**Drive-strength map**

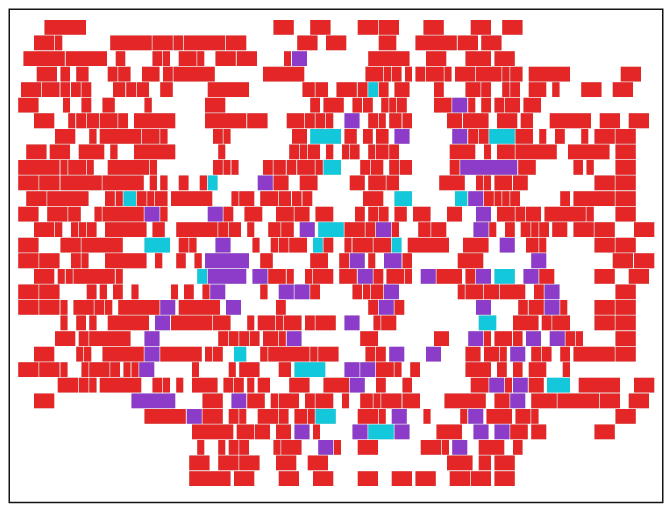
**Cell classes on the final placement**

Bar = 20 µm.
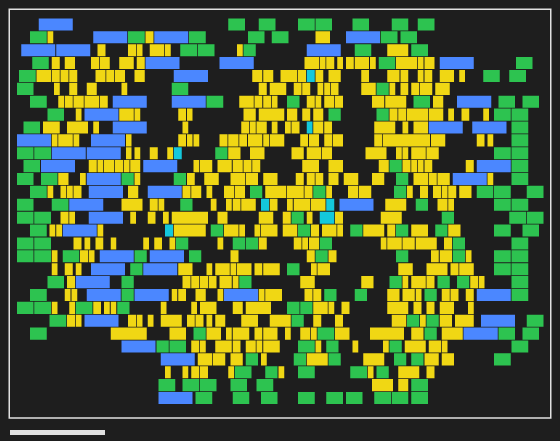
**Routed clock nets over the placement**

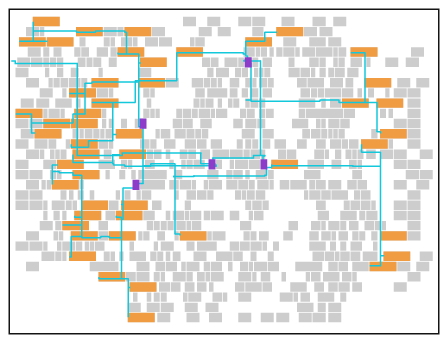
==> config.mk <==
export PLATFORM = sky130hd
export DESIGN_NAME = bip_exec_control
export DESIGN_NICKNAME = d
export VERILOG_FILES = /design/src/rtl/bip_exec_control_pkg.sv /design/src/rtl/bip_alu.sv /design/src/rtl/bip_exec_control.sv
export SDC_FILE = /design/constraint.sdc
export NUM_CORES = 1
export LEC_CHECK = 0
export CORE_ASPECT_RATIO = 0.75
export CORE_MARGIN = 1
export CORE_UTILIZATION = 40
export CTS_BUF_LIST = sky130_fd_sc_hd__clkbuf_2
export CTS_CLUSTER_DIAMETER = 50
export CTS_CLUSTER_SIZE = 16
export DETAILED_ROUTE_END_ITERATION = 8
export HOLD_SLACK_MARGIN = 0.12
export PLACE_DENSITY = 0.77
export SLEW_MARGIN = 20
export SYNTH_ARGS = -nofsm -noshare
export SYNTH_HDL_FRONTEND = slang
export SYNTH_SLANG_ARGS = --single-unit
==> constraint.sdc <==
create_clock -name i_clock -period 3.7 [get_ports i_clock]
set_clock_uncertainty 0.2 [all_clocks]
set_input_delay 0.555 -clock i_clock [delete_from_list [all_inputs] [get_ports i_clock]]
set_output_delay 0.555 -clock i_clock [all_outputs]
set_load 0.005 [all_outputs]
==> impl_metrics.ini <==
; generated from flow reports
[run_status]
status = finished clean

[worst_setup_path]
start_kind = input pin
crit_type = input pin to flop
cp_data_arrival_time_ps = 3790
crit_fanout = 3
rrSetupSlack_ps = 250
cp.required_ps = 3910
reg2regPathDepth = 15
endpoint_kind = flop

[yosys]
ys.flops = 48
netlist_area_um2 = 3760
netlist_top_cells_area = dfxtp_1 26%, a21oi_1 8.0%, ha_1 6.3%
ff_type = dfxtp_1
synth.comb.largest_family = AND-OR/OR-AND gates
yosys_warnings = 0
ys_sh_simple_pct = 23.6
ys_area_um2 = 3760
ys_cells = 502
edf_count = 0
fp_nets = 572
synth_cell_types = 66
synth_top_area_share_pct = 25.5
ys_sh_aoi_pct = 25.2
mux_area_share_pct = 1.86
yosysTopAreaCell = dfxtp_1
fa_ha_area_share_pct = 6.85
xor_share_pct = 7.21

[timing]
worstMarginPinSlew_ps = 1030
fmax_mhz = 279
min_period_ps = 3580
hold_viol = 0
maxSlewHeadroom_pct = 30.8
finalCritPeriodShare_pct = 96.8
fin_tns_setup_ps = 0
slew_viol_final = 0

[power_and_ir_drop]
powerDensity_nw_per_um2 = 280
switching_share_pct = 37.1
pg_seq_mw = 0.577
p_leak_nw = 1.97
vdd_drop_max_mv = 0.187
p_sw_mw = 0.541
total_power_mw = 1.46
pwr-share-seq_pct = 39.5
powerClk_mw = 0.231
maxPowerGroup = combinational logic
power_frac_comb_pct = 44.6
pg_comb_mw = 0.651
intPower_mw = 0.917

[finish]
top_area_cell_class = combinational gates
layout-drive-gt1-share_pct = 13.7
layout_top_cells = 106 x clkdlybuf4s50_1, 61 x buf_4, 60 x a21oi_1
seqCellArea_um2 = 961
nMultiInputCombCells = 385
layout.non_clock_inverters = 19
stdcell_count = 754
lay_top_count = clkdlybuf4s50_1
comb_area_share_pct = 47.3
clk_share_pct = 0.720
finalNetCount = 696
combGateArea_um2 = 2470
nClkBuffers = 5
diodes = 0
nonClkBufAreaFrac_pct = 29.1
n_fill_cell = 862

[place]
place_congestion = 0.856
placed_area_um2 = 5150
io_buffers = 106
dpl_worst_slack_ps = -482
placed_cells = 747

[grt]
grt_use_total_pct = 24.2
grt_pass1_vias = 3842
antenna_found_initial = 0
grt_pass1_wl_mm = 18.8
grt_overflow = 0
grt_max_degree = 46

[cts]
clock-root-buffer = clkbuf_2
cts_setup_buffers = 0
cts_buffer_depth = 2
numCtsBuffers = 5
clk_pin_slew_ps = 270
cts_tree = built

[drt]
drtIter0Drc = 273
drt-total-wl_mm = 11.7
remaining_drc_errors = 0
ant_nets = 0
viasPerCell = 5.47
route.vias.total = 4122
drt_first_pass_iters = 5

[job]
cap_viol_max_count = 0
tool_warnings = 27

[die]
die_x_um = 114
io-pin-count = 107
chip_area_um2 = 9810
taps = 128
chipHeight_um = 86.0

[min_path]
hold_path_depth = 2
min_path_type = flop to flop
-- 'drive-strength map' (at the start) --
| size | colour | cells | share | most used |
|---|---|---|---|---|
| x2 | cyan | 20 | 3.2% | clkbuf_2 |
| x3 and x4 | purple | 66 | 11% | buf_4 |
| x1 and smaller | red | 540 | 86% | clkdlybuf4s50_1 |
final worst slack: 118 ps
nonclk buf count: 167
area growth from synthesis to layout: 38.6%
post-route cell area: 5220 µm²

-- 'cell classes on the final placement' (at the start) --
| class | colour | cells | share of their area |
|---|---|---|---|
| remaining buffers and delay cells | green | 167 | 30% |
| remaining logic cells | yellow | 404 | 50% |
| sequential cells | blue | 48 | 19% |
| clock drivers and dummy loads | cyan | 7 | 0.74% |
Seq/total area: 18.4%
area of the core: 9080 µm²
fin util: 57.4%
number of cell rows: 30

-- 'routed clock nets over the placement' (at the start) --
[flip-flops] orange | count: 48
[clock-net drivers] purple | count: 5
[clock wires] cyan | length: 731 µm
routed clock nets: 6
flops lie: widely spread
clock latency on the worst-skew pair: 470 ps
clock share of power: 15.9%

worst max-delay path: stages:
cell and delay (ps):
clkdlybuf4s50_1 480, inv_1 70, ha_1 310, nor2_1 50, a31oi_1 200, o221ai_2 170
fa_1 440, a211oi_1 260, o21ai_1 140, a21bo_2 240, a2111oi_4 410, o21a_1 190
o21ai_1 80, a211oi_2 220
per-layer routing:
metal | vias to the layer above | GRT usage (%) | part of all wire (%)
li1 | 2019 | - | -
met1 | 1913 | 33.4 | 47
met2 | 173 | 38.1 | 43
met3 | 17 | 5.16 | 8.5
met4 | 0 | 6.85 | 1.7
met5 | - | 0 | 0
repair_timing:
action | in CTS | in global routing
hold buffers | 0 | 0
resized | 1 | 4
endpoints found under the setup margin | 1 | 4
endpoints found under the hold margin | 0 | 0
Power and IR drop assume default switching activity.
